**src/rtl/datamem_arb_pkg.sv**
```systemverilog
// Shared types and constants for the data-memory arbiter.
// Port 0 is the MEM stage; port 1 is the loader/debug requester.
package datamem_arb_pkg;

    localparam int STARVE_W = 8;

    localparam logic ARB_P0 = 1'b0;
    localparam logic ARB_P1 = 1'b1;

    typedef enum logic {
        ARB_NORMAL,
        ARB_FORCE
    } arb_state_t;

endpackage

```
**src/rtl/datamem_arb_starve.sv**
```systemverilog
// Saturating count of consecutive cycles in which port 1 asked for the memory and was refused.
module datamem_arb_starve
    import datamem_arb_pkg::*;
(
    input  logic                clk,
    input  logic                rst,
    input  logic                inc,
    input  logic                clr,
    input  logic [STARVE_W-1:0] limit,
    output logic [STARVE_W-1:0] count,
    output logic                at_limit
);

    // NOTE: state registers use non-blocking assignments so every flop samples pre-edge values.
    always_ff @(posedge clk) begin
        if (rst || clr) begin
            count <= '0;
        end else if (inc && (count != limit)) begin
            count <= count + STARVE_W'(1);
        end
    end

    assign at_limit = (count == limit);

endmodule

```
**src/rtl/datamem_arbiter.sv**
```systemverilog
// Fixed-priority two-port arbiter in front of datamem, with starvation relief for port 1
// and a one-cycle registered read-return path.
module datamem_arbiter
    import datamem_arb_pkg::*;
#(
    parameter int AW         = 32,
    parameter int DW         = 32,
    parameter int STARVE_MAX = 4
) (
    input  logic          clk,
    input  logic          rst,

    input  logic          p0_req,
    input  logic          p0_we,
    input  logic [AW-1:0] p0_addr,
    input  logic [DW-1:0] p0_wdata,
    output logic          p0_gnt,
    output logic          p0_rvalid,
    output logic [DW-1:0] p0_rdata,
    output logic          p0_stall,

    input  logic          p1_req,
    input  logic          p1_we,
    input  logic [AW-1:0] p1_addr,
    input  logic [DW-1:0] p1_wdata,
    output logic          p1_gnt,
    output logic          p1_rvalid,
    output logic [DW-1:0] p1_rdata,

    output logic          mem_MemWrite,
    output logic          mem_MemRead,
    output logic [AW-1:0] mem_Addr,
    output logic [DW-1:0] mem_Wdata,
    input  logic [DW-1:0] mem_Rdata
);

    localparam logic [STARVE_W-1:0] LIMIT    = STARVE_W'(STARVE_MAX);
    localparam logic [STARVE_W-1:0] LIMIT_M1 = STARVE_W'(STARVE_MAX - 1);

    arb_state_t          state_q;
    arb_state_t          state_d;
    logic [STARVE_W-1:0] starve_cnt;
    logic                at_limit;
    logic                force_p1;
    logic                p1_denied;
    logic                winner;
    logic                rd_pending;
    logic                rd_owner;

    // Grants are gated by rst so nothing reaches the memory while the block is held in reset.
    assign force_p1  = (state_q == ARB_FORCE) && p1_req;
    assign p0_gnt    = !rst && p0_req && !force_p1;
    assign p1_gnt    = !rst && p1_req && (force_p1 || !p0_req);
    assign p0_stall  = !rst && p0_req && !p0_gnt;
    assign p1_denied = p1_req && !p1_gnt;

    assign winner       = p1_gnt ? ARB_P1 : ARB_P0;
    assign mem_Addr     = (winner == ARB_P1) ? p1_addr  : p0_addr;
    assign mem_Wdata    = (winner == ARB_P1) ? p1_wdata : p0_wdata;
    assign mem_MemWrite = (p0_gnt && p0_we)  || (p1_gnt && p1_we);
    assign mem_MemRead  = (p0_gnt && !p0_we) || (p1_gnt && !p1_we);

    datamem_arb_starve u_starve (
        .clk      (clk),
        .rst      (rst),
        .inc      (p1_denied),
        .clr      (!p1_denied),
        .limit    (LIMIT),
        .count    (starve_cnt),
        .at_limit (at_limit)
    );

    always_ff @(posedge clk) begin
        if (rst) begin
            state_q <= ARB_NORMAL;
        end else begin
            state_q <= state_d;
        end
    end

    // FORCE is entered on the same edge at which the counter reaches its limit.
    // NOTE: state_d is defaulted first so no path through the case can infer a latch.
    always_comb begin
        state_d = state_q;
        case (state_q)
            ARB_NORMAL: if (p1_denied && (starve_cnt == LIMIT_M1)) state_d = ARB_FORCE;
            ARB_FORCE:  if (p1_gnt || !p1_req)                     state_d = ARB_NORMAL;
            default:    state_d = ARB_NORMAL;
        endcase
    end

    always_ff @(posedge clk) begin
        if (rst) begin
            rd_pending <= 1'b0;
            rd_owner   <= ARB_P0;
        end else begin
            rd_pending <= mem_MemRead;
            if (mem_MemRead) begin
                rd_owner <= winner;
            end
        end
    end

    // rst also masks the return combinationally, so a read granted just before reset never completes.
    assign p0_rvalid = !rst && rd_pending && (rd_owner == ARB_P0);
    assign p1_rvalid = !rst && rd_pending && (rd_owner == ARB_P1);
    assign p0_rdata  = p0_rvalid ? mem_Rdata : '0;
    assign p1_rdata  = p1_rvalid ? mem_Rdata : '0;

    property p_force_tracks_limit;
        @(posedge clk) disable iff (rst) (state_q == ARB_FORCE) == at_limit;
    endproperty
    a_force_tracks_limit: assert property (p_force_tracks_limit);

endmodule

```
**config.mk**
```make
export PLATFORM = sky130hd
export DESIGN_NAME = datamem_arbiter
export DESIGN_NICKNAME = d
export VERILOG_FILES = /design/src/rtl/datamem_arb_pkg.sv /design/src/rtl/datamem_arb_starve.sv /design/src/rtl/datamem_arbiter.sv
export SDC_FILE = /design/constraint.sdc
export NUM_CORES = 1
export LEC_CHECK = 0
export CAP_MARGIN = 20
export CORE_AREA = 2 2 116 118
export DETAILED_ROUTE_END_ITERATION = 7
export DIE_AREA = 0 0 118 120
export DONT_BUFFER_PORTS = 1
export PLACE_DENSITY_LB_ADDON = 0.15
export SYNTH_ARGS = -nofsm -noshare
export SYNTH_HDL_FRONTEND = slang
export SYNTH_SLANG_ARGS = --single-unit
```
**constraint.sdc**
```tcl
create_clock -name clk -period 2.7 [get_ports clk]
set_input_delay 0.405 -clock clk [delete_from_list [all_inputs] [get_ports clk]]
set_output_delay 0.405 -clock clk [all_outputs]
set_load 0.005 [all_outputs]
```
==> run summary <==
Figures from the flow reports.

Yosys:
- After synthesis, the chip area reported by Yosys is 1860 um^2.
- Sorting the Yosys area breakdown by cell type puts at the top sky130_fd_sc_hd__nand2_1.
- The run puts the cell area after synthesis at 1860 um^2.
- Dividing the synthesized area by the synthesized cell count gives 5.38 um^2.
- The run gives the share of synthesized area occupied by flip-flops and latches as 0.118.
- The run gives the number of cells produced by synthesis as 346.
- The synth_stat.txt file lists the number of cells as 346.
- For reference, the top logic cell family by area is simple AND/OR/NAND/NOR gates.

Min path:
- The run gives the number of cells traversed by the worst hold path as 1.

Floorplan:
- The flow inserted 176 tap cells.
- The run puts the initial core utilization at 0.144.
- The floorplan step defined a die boundary enclosing 14,200 um^2.

Global route:
- The via count of the first global-routing pass was 1,850.
- The number of antenna violations at the first check in global routing came to 1.
- On met3, the global router reports a usage of 0.0228.
- The run gives the met2 track utilization from global routing as 0.167.
- The first global-routing pass estimated 10.5 mm of wire.
- Entering global routing, the biggest net connects 67 pins.

Clocking:
- The registers of the reported paths see a clock transition of 0.04 ns.
- The run gives the clock latency on the worst-skew pair as 0.24 ns.

Layout:
- The run gives the antenna diode count as 1.
- The layout report lists the combined flip-flop and latch area as 220 um^2.
- The run gives the net count of the finished layout as 503.
- The run puts the final-layout non-clock buffer area share at 0.0204.
- In the final layout, excluding clock inverters the inverter count is 5.
- In the layout the tool counted multi-input logic cells amounting to 310.

Status:
- The run finished with clean final reports.

Final timing:
- The run puts the number of max-slew violations in the final report at 0.
- The run puts the shortest period the worst path allows at 2.17 ns.
- The run puts the max-slew headroom at the worst pin at 0.421.
- The run gives the post-layout period usage of the worst path as 0.802.
- The run gives the final clock skew as 0.00300 ns.

Place:
- The run puts the quantity of I/O buffers inserted on ports at 0.

Power and ir drop:
- The power report lists the combinational group at 156 uW.
- The run puts the maximum vdd ir drop at 0.200 mV.

Run:
- The report counts max-capacitance violations totalling 0.

Critical path:
- The run gives the path depth of the worst reg2reg path as 4.
- The STA report counts the stages on the worst setup path as 5.
- The timing report notes that buffer and inverter cells on the critical path total 1.
- The capture point of the worst register-to-register path is recorded as rd_pending$_SDFF_PP0_.
- The run puts the register-to-register path setup slack at 1.21 ns.
- The run gives the element type at the critical path start as a register.
- Per STA, the startpoint of the critical path is state_q$_SDFF_PP0_.
- The run gives the required time of the critical path as 2.30 ns.

Drt:
- Using the TritonRoute via totals, the vias-per-cell ratio works out to 4.18.
- The run gives the number of iterations in the first detailed-routing pass as 4.
- The run gives the total met3 wirelength after detailed routing as 672 um.
flip-flops by register name, indices dropped and copies added, names as in the netlist:
| signal | cells |
|---|---|
| u_starve.count | 8 |
| state_q | 1 |
| rd_pending | 1 |
| rd_owner | 1 |
cell usage after synthesis:
cell type	n
sky130_fd_sc_hd__nand2_1	196
sky130_fd_sc_hd__and2_1	65
sky130_fd_sc_hd__dfxtp_1	11
sky130_fd_sc_hd__nor2_1	10
sky130_fd_sc_hd__buf_4	9
sky130_fd_sc_hd__buf_2	6
sky130_fd_sc_hd__nand3_1	6
sky130_fd_sc_hd__clkbuf_1	4
sky130_fd_sc_hd__inv_1	4
sky130_fd_sc_hd__xor2_1	3
sky130_fd_sc_hd__and3_1	2
sky130_fd_sc_hd__ha_1	2
sky130_fd_sc_hd__nand2b_1	2
sky130_fd_sc_hd__nor3_1	2
sky130_fd_sc_hd__o22ai_1	2
sky130_fd_sc_hd__a211oi_2	1
sky130_fd_sc_hd__a21oi_1	1
sky130_fd_sc_hd__a22o_1	1
sky130_fd_sc_hd__a31o_1	1
sky130_fd_sc_hd__a31oi_1	1
sky130_fd_sc_hd__and2_4	1
sky130_fd_sc_hd__and3_2	1
sky130_fd_sc_hd__and3b_1	1
sky130_fd_sc_hd__buf_6	1
sky130_fd_sc_hd__inv_2	1
sky130_fd_sc_hd__mux2i_1	1
sky130_fd_sc_hd__nand2_2	1
sky130_fd_sc_hd__nand2b_4	1
sky130_fd_sc_hd__nand3b_1	1
sky130_fd_sc_hd__nor2b_1	1
sky130_fd_sc_hd__nor2b_2	1
sky130_fd_sc_hd__nor2b_4	1
sky130_fd_sc_hd__nor3b_2	1
sky130_fd_sc_hd__nor4_1	1
sky130_fd_sc_hd__nor4_4	1
sky130_fd_sc_hd__o211a_1	1
sky130_fd_sc_hd__xnor2_1	1
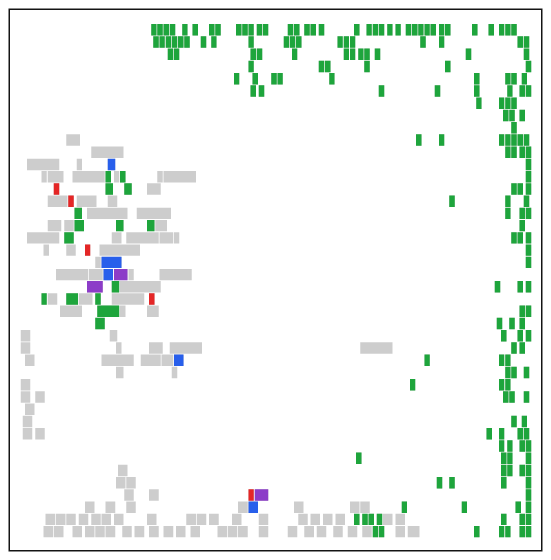
*Gate-type map*
[red] inverters | cells: 5
[blue] inverting AOI/OAI gates | cells: 5 | where: west
[green] NAND gates | cells: 207 | where: all over the die
[purple] AND-OR and OR-AND gates | cells: 3
fraction of area in multi-input gates: 0.720
Top cell excl fill/tap: sky130_fd_sc_hd__nand2_1
count of non-filler cells in the finished layout: 511

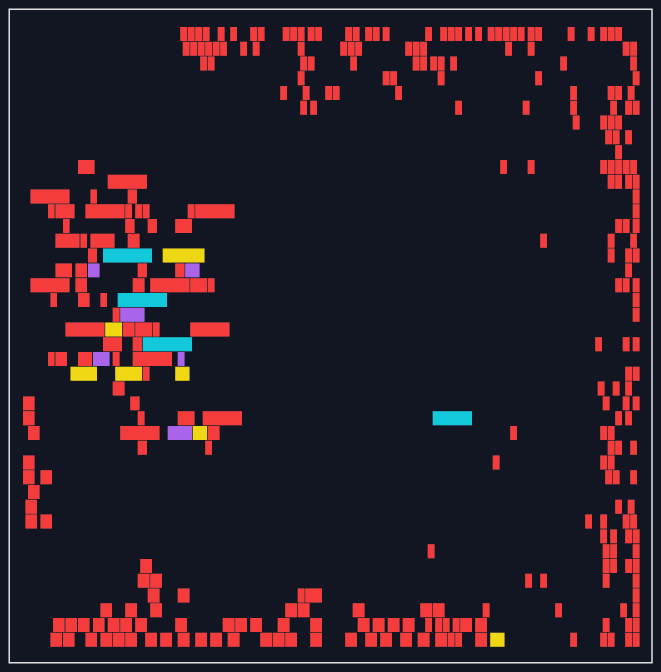
*Cell sizes after repair*
[purple] _2 cells | cells: 6 | share: 1.8%
[yellow] _3 and _4 cells | cells: 7 | share: 2.1%
[red] _0 and _1 cells | cells: 317 | share: 95%
[cyan] _6 and larger | cells: 4 | share: 1.2%
worst path setup slack after routing: 0.533 ns
buffers outside the clock class: 4
layout overhead on the synthesized area: 11.8%

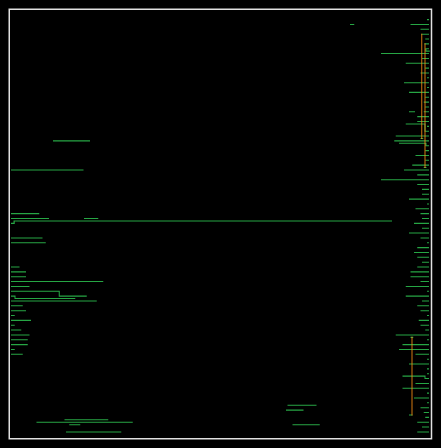
*Routed metal, one color a layer*
Two of the layers only.
[orange] metal 4 | wire length: 85.7 um
[green] metal 3 | wire length: 672 um
total routed wirelength: 7.81 mm
All-Layer GR Usage: 0.0936

No activity file was given, so power comes from the tool's default toggle rates.
